**Gate-type map**

(2 px per µm)
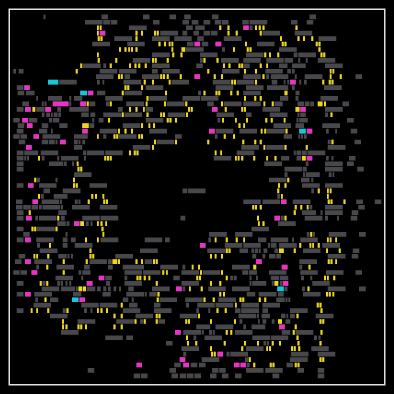
**Metal 1**

(2 px per µm) Supply wires on this layer in gray.
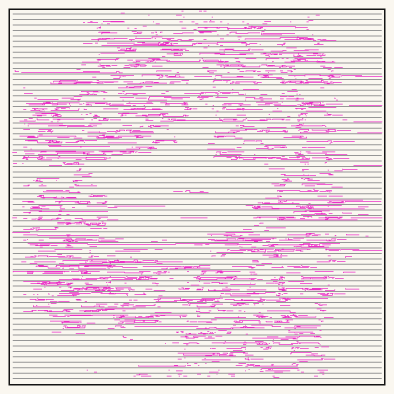
**Signal wires by layer**

(2 px per µm) Only two layers are drawn.
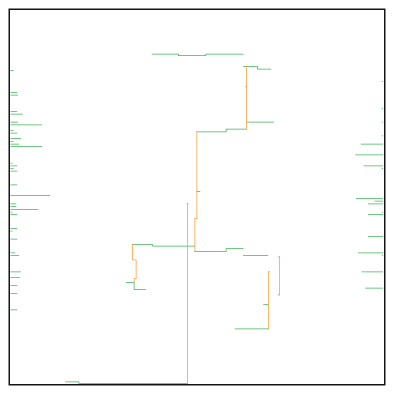
**Layout detail**

Window x 79 to 109, y 116 to 146 µm. Cells in gray, sequential cells in the stronger gray; small squares are vias.
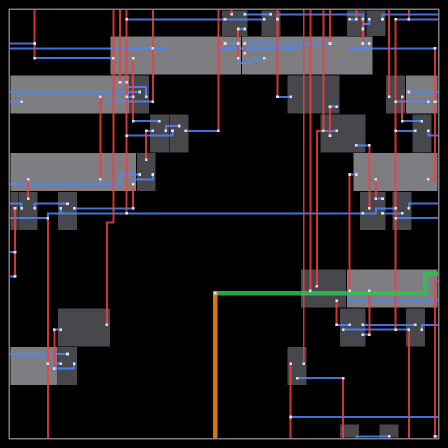
**Congestion heat map**

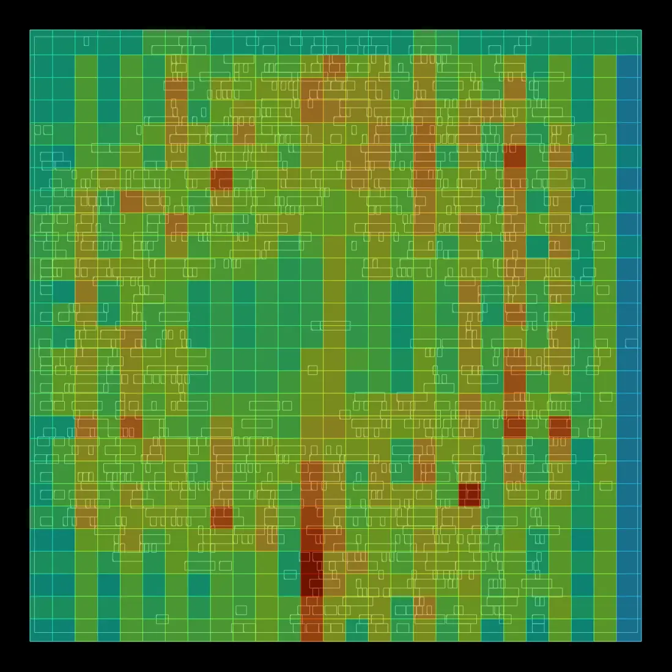
**src/rtl/pipelined_carry_select_adder.sv**
```systemverilog
// Pipelined carry-select adder/subtractor with valid/ready flow control and one result per cycle.
// Optional feature macro CSA_OVERFLOW_EN: tracks the MSB carry-in and drives OV; undefined ties OV to 0.
module pipelined_carry_select_adder #(
  parameter int WIDTH            = 32,
  parameter int BLOCK_W          = 4,
  parameter int BLOCKS_PER_STAGE = 2
) (
  input  logic             Clk,
  input  logic             Reset,
  input  logic [WIDTH-1:0] A,
  input  logic [WIDTH-1:0] B,
  input  logic             CI,
  input  logic             Sub,
  input  logic             in_valid,
  output logic             in_ready,
  output logic [WIDTH-1:0] Sum,
  output logic             CO,
  output logic             OV,
  output logic             out_valid,
  input  logic             out_ready
);

  localparam int SW = BLOCK_W * BLOCKS_PER_STAGE;
  localparam int S  = WIDTH / SW;
  localparam int NB = BLOCKS_PER_STAGE;

  logic             w_adv;
  logic [WIDTH-1:0] w_bx;
  logic             w_c0;

  assign w_bx     = Sub ? ~B : B;
  assign w_c0     = Sub ? 1'b1 : CI;
  assign w_adv    = !out_valid || out_ready;
  assign in_ready = w_adv;

  for (genvar k = 0; k < S; k++) begin : g_stage
    localparam int LO = k * SW;

    logic [SW-1:0]    w_a;
    logic [SW-1:0]    w_b;
    logic [SW-1:0]    w_s;
    logic             w_cin;
    logic             w_vin;
    logic [NB:1]      w_c;
    logic [LO+SW-1:0] w_sum_nxt;
    logic [BLOCK_W:0] w_r_lo;
    logic             r_valid;
    logic             r_carry;
    logic [LO+SW-1:0] r_sum;

    if (k == 0) begin : g_src
      assign w_a       = A[SW-1:0];
      assign w_b       = w_bx[SW-1:0];
      assign w_cin     = w_c0;
      assign w_vin     = in_valid && w_adv;
      assign w_sum_nxt = w_s;
    end else begin : g_src
      assign w_a       = g_stage[k-1].g_op.r_opa[SW-1:0];
      assign w_b       = g_stage[k-1].g_op.r_opb[SW-1:0];
      assign w_cin     = g_stage[k-1].r_carry;
      assign w_vin     = g_stage[k-1].r_valid;
      assign w_sum_nxt = {w_s, g_stage[k-1].r_sum};
    end

    // Lowest block of each stage ripples directly on the stage carry-in.
    assign w_r_lo = {1'b0, w_a[BLOCK_W-1:0]} + {1'b0, w_b[BLOCK_W-1:0]}
                  + {{BLOCK_W{1'b0}}, w_cin};
    assign w_s[BLOCK_W-1:0] = w_r_lo[BLOCK_W-1:0];
    assign w_c[1]           = w_r_lo[BLOCK_W];

    for (genvar j = 1; j < NB; j++) begin : g_blk
      logic [BLOCK_W:0] w_r0;
      logic [BLOCK_W:0] w_r1;

      assign w_r0 = {1'b0, w_a[j*BLOCK_W +: BLOCK_W]} + {1'b0, w_b[j*BLOCK_W +: BLOCK_W]};
      assign w_r1 = {1'b0, w_a[j*BLOCK_W +: BLOCK_W]} + {1'b0, w_b[j*BLOCK_W +: BLOCK_W]}
                  + {{BLOCK_W{1'b0}}, 1'b1};
      assign w_s[j*BLOCK_W +: BLOCK_W] = w_c[j] ? w_r1[BLOCK_W-1:0] : w_r0[BLOCK_W-1:0];
      assign w_c[j+1] = w_r0[BLOCK_W] | (w_c[j] & w_r1[BLOCK_W]);
    end

    always_ff @(posedge Clk or posedge Reset) begin
      if (Reset) begin
        r_valid <= 1'b0;
        r_carry <= 1'b0;
        r_sum   <= '0;
      end else if (w_adv) begin
        r_valid <= w_vin;
        r_carry <= w_c[NB];
        r_sum   <= w_sum_nxt;
      end
    end

    // Upper operand bits are only delayed until the stage that consumes them.
    if (k < S - 1) begin : g_op
      localparam int REM = WIDTH - LO - SW;

      logic [REM-1:0] w_opa_nxt;
      logic [REM-1:0] w_opb_nxt;
      logic [REM-1:0] r_opa;
      logic [REM-1:0] r_opb;

      if (k == 0) begin : g_ld
        assign w_opa_nxt = A[WIDTH-1:SW];
        assign w_opb_nxt = w_bx[WIDTH-1:SW];
      end else begin : g_ld
        assign w_opa_nxt = g_stage[k-1].g_op.r_opa[WIDTH-LO-1:SW];
        assign w_opb_nxt = g_stage[k-1].g_op.r_opb[WIDTH-LO-1:SW];
      end

      always_ff @(posedge Clk or posedge Reset) begin
        if (Reset) begin
          r_opa <= '0;
          r_opb <= '0;
        end else if (w_adv) begin
          r_opa <= w_opa_nxt;
          r_opb <= w_opb_nxt;
        end
      end
    end

`ifdef CSA_OVERFLOW_EN
    if (k == S - 1) begin : g_ovf
      logic r_msbc;

      // Carry into the MSB recovered from its sum bit and operand bits.
      always_ff @(posedge Clk or posedge Reset) begin
        if (Reset) begin
          r_msbc <= 1'b0;
        end else if (w_adv) begin
          r_msbc <= w_s[SW-1] ^ w_a[SW-1] ^ w_b[SW-1];
        end
      end
    end
`endif
  end

  assign Sum       = g_stage[S-1].r_sum;
  assign CO        = g_stage[S-1].r_carry;
  assign out_valid = g_stage[S-1].r_valid;

`ifdef CSA_OVERFLOW_EN
  assign OV = g_stage[S-1].g_ovf.r_msbc ^ g_stage[S-1].r_carry;
`else
  assign OV = 1'b0;
`endif

endmodule

```
**config.mk**
```make
export PLATFORM = sky130hd
export DESIGN_NAME = pipelined_carry_select_adder
export DESIGN_NICKNAME = d
export VERILOG_FILES = /design/src/rtl/pipelined_carry_select_adder.sv
export SDC_FILE = /design/constraint.sdc
export NUM_CORES = 1
export LEC_CHECK = 0
export CAP_MARGIN = 20
export CELL_PAD_IN_SITES_DETAIL_PLACEMENT = 0
export CELL_PAD_IN_SITES_GLOBAL_PLACEMENT = 2
export CORE_MARGIN = 1
export CORE_UTILIZATION = 25
export DETAILED_ROUTE_END_ITERATION = 12
export PLACE_DENSITY = 0.71
export REMOVE_ABC_BUFFERS = 1
export SYNTH_ARGS = -nofsm -noshare
export SYNTH_HDL_FRONTEND = slang
export SYNTH_SLANG_ARGS = --single-unit
```
**constraint.sdc**
```tcl
create_clock -name Clk -period 14.84 [get_ports Clk]
set_input_delay 1.484 -clock Clk [delete_from_list [all_inputs] [get_ports Clk]]
set_output_delay 1.484 -clock Clk [all_outputs]
set_load 0.1 [all_outputs]
```
==> impl_metrics.csv <==
group,metric,value,unit
status,status,"finished clean",
synthesis,synth_area,0.00856,mm²
cts,htreeDepth,4,
min_path,hp-start,"Sum[7]",
cells_and_area,postLayoutCoreUtil,31.6,%
cells_and_area,finalNonFillerCells,1473,
place,dpl_worst_slack,9.38,ns
critical_path,r2r-end,"Sum[31]",
final_timing,hold_ws,0.467,ns
cells_and_area,logic_area,0.00359,mm²
critical_path,worst-r2r-cell-count,5,
grt,grt_first_pass_wirelength,30200,µm
synthesis,syn_inst,929,
cts,cts_setup_buffers,0,
power,total_power,0.00244,W
synthesis,yosysSeqAreaShare,53.8,%
grt,grt_max_degree,117,
cells_and_area,area_delta_synth_final,24.1,%
synthesis,async_reset_ff_share,100,%
critical_path,r2r_slack,11.98,ns
final_timing,skew,0.0105,ns
power,max-vdd-ir-drop,0.0918,mV
grt,grt-ovfl-total,0,
cts,cts_root_buf,"clkbuf_16",
-- 'gate-type map' (at the start) --
nand cells -> yellow  # cells 398, where spread over the die
xor and xnor cells -> magenta  # cells 49, where spread over the die
mux cells -> cyan  # cells 5

-- 'metal 1' (at the start) --
main direction = horizontal
nets with wire on the layer = 996
wire length on this layer = 8530 µm

-- 'signal wires by layer' (at the start) --
metal 3 -> green  # wire length 522 µm
metal 4 -> orange  # wire length 251 µm

-- 'layout detail' (at the start) --
metal 3 -> green
metal 2 -> red
metal 4 -> orange
metal 1 -> blue
sequential cells in the window = 6
most frequent = nand2_1 (15), dfrtp_1 (6), o21ai_0 (3)
cells with their middle in the window = 28
netlist names of flops here include = g_stage.g_op.r_opb (3), Sum (2)

-- 'congestion heat map' (at the start) --
met2 Use GR: 17.7%
gr usage total: 10.8%
met1 GRT Util: 13.7%
GR peak layer: met2
M3 GR Usage: 2.48%

-- cells by family (layout without fill, tap and decap cells) --
group           count (synthesis)  after routing  share of synthesized area (%)
mux                             5              5                          0.643
xor+xnor                       49             49                           5.18
flops                         184            184                           53.8
fa+ha+maj                      44             44                           7.49
simple gates                  449            449                           21.1
compound gates                105            105                           7.38
other cells                     1              1                         0.0438
buf+inv                        92            188                           4.34
-- layout by cell type, fill, tap and decap left out, types with 2 or more instances in the layout --
| cell type | Yosys | final |
|---|---|---|
| a2111oi_0 | 3 | 3 |
| a211oi_2 | 3 | 3 |
| a21boi_0 | 4 | 4 |
| a21oi_1 | 25 | 25 |
| a32oi_1 | 3 | 3 |
| and3_1 | 4 | 4 |
| buf_4 | 1 | 5 |
| bufinv_16 | 0 | 2 |
| clkbuf_16 | 0 | 17 |
| clkdlybuf4s50_1 | 0 | 103 |
| clkinv_4 | 0 | 5 |
| dfrtp_1 | 184 | 184 |
| fa_1 | 12 | 12 |
| ha_1 | 32 | 32 |
| inv_1 | 46 | 45 |
| inv_6 | 0 | 5 |
| inv_8 | 0 | 4 |
| mux2i_1 | 4 | 4 |
| nand2_1 | 383 | 383 |
| nand2b_1 | 7 | 7 |
| nand3_1 | 4 | 4 |
| nand3b_1 | 3 | 3 |
| nor2_1 | 26 | 26 |
| nor2b_1 | 9 | 8 |
| nor3b_1 | 4 | 4 |
| nor4_1 | 3 | 3 |
| o211ai_1 | 3 | 3 |
| o21ai_0 | 56 | 56 |
| o31ai_1 | 4 | 4 |
| or4b_1 | 4 | 4 |
| xnor2_1 | 27 | 27 |
| xor2_1 | 21 | 21 |
-- per-layer routing --
| layer | part of all wire [%] | vias to the layer above | GRT usage, % | wire length [µm] |
|---|---|---|---|---|
| met2 | 47 | 72 | 17.7 | 8120 |
| met4 | 1.4 | 0 | 4.07 | 251 |
| met1 | 49 | 2780 | 13.7 | 8530 |
| li1 | - | 3098 | - | - |
| met3 | 3.0 | 17 | 2.48 | 521 |
| met5 | 0 | - | 0 | 0 |
-- report_power, final --
| part | leakage, nW | internal [W] | switching, W | total, W |
|---|---|---|---|---|
| Combinational | 2.46 | 0.000361 | 0.000767 | 0.00113 |
| Clock | 0.295 | 0.000255 | 0.000216 | 0.000471 |
| Sequential | 2.21 | 0.000726 | 0.000111 | 0.000837 |
| Total | 4.97 | 0.00134 | 0.00109 | 0.00244 |
-- final cells by class --
cell class / instances / share of cell area, %
Clock buffer: 17 / 4.00
Clock inverter: 15 / 1.70
Inverter: 47 / 1.78
Multi-Input combinational cell: 653 / 33.8
Sequential cell: 184 / 43.3
Tap cell: 448 / 5.28
Timing Repair Buffer: 109 / 10.1
-- flip-flops by register name, indices dropped and copies added (netlist names) --
signal	flops
CO	1
out_valid	1
Sum	32
g_stage.r_sum	48
g_stage.r_valid	3
g_stage.r_carry	3
g_stage.g_op.r_opb	48
g_stage.g_op.r_opa	48
-- worst reg2reg max path: stages, from the launching register on --
cell	delay, ns
dfrtp_1	0.35
nor2b_4	0.43
buf_4	0.78
buf_4	0.82
nor4_1	0.19
nand3b_1	0.19
Power is estimated from default activity; no workload was simulated.
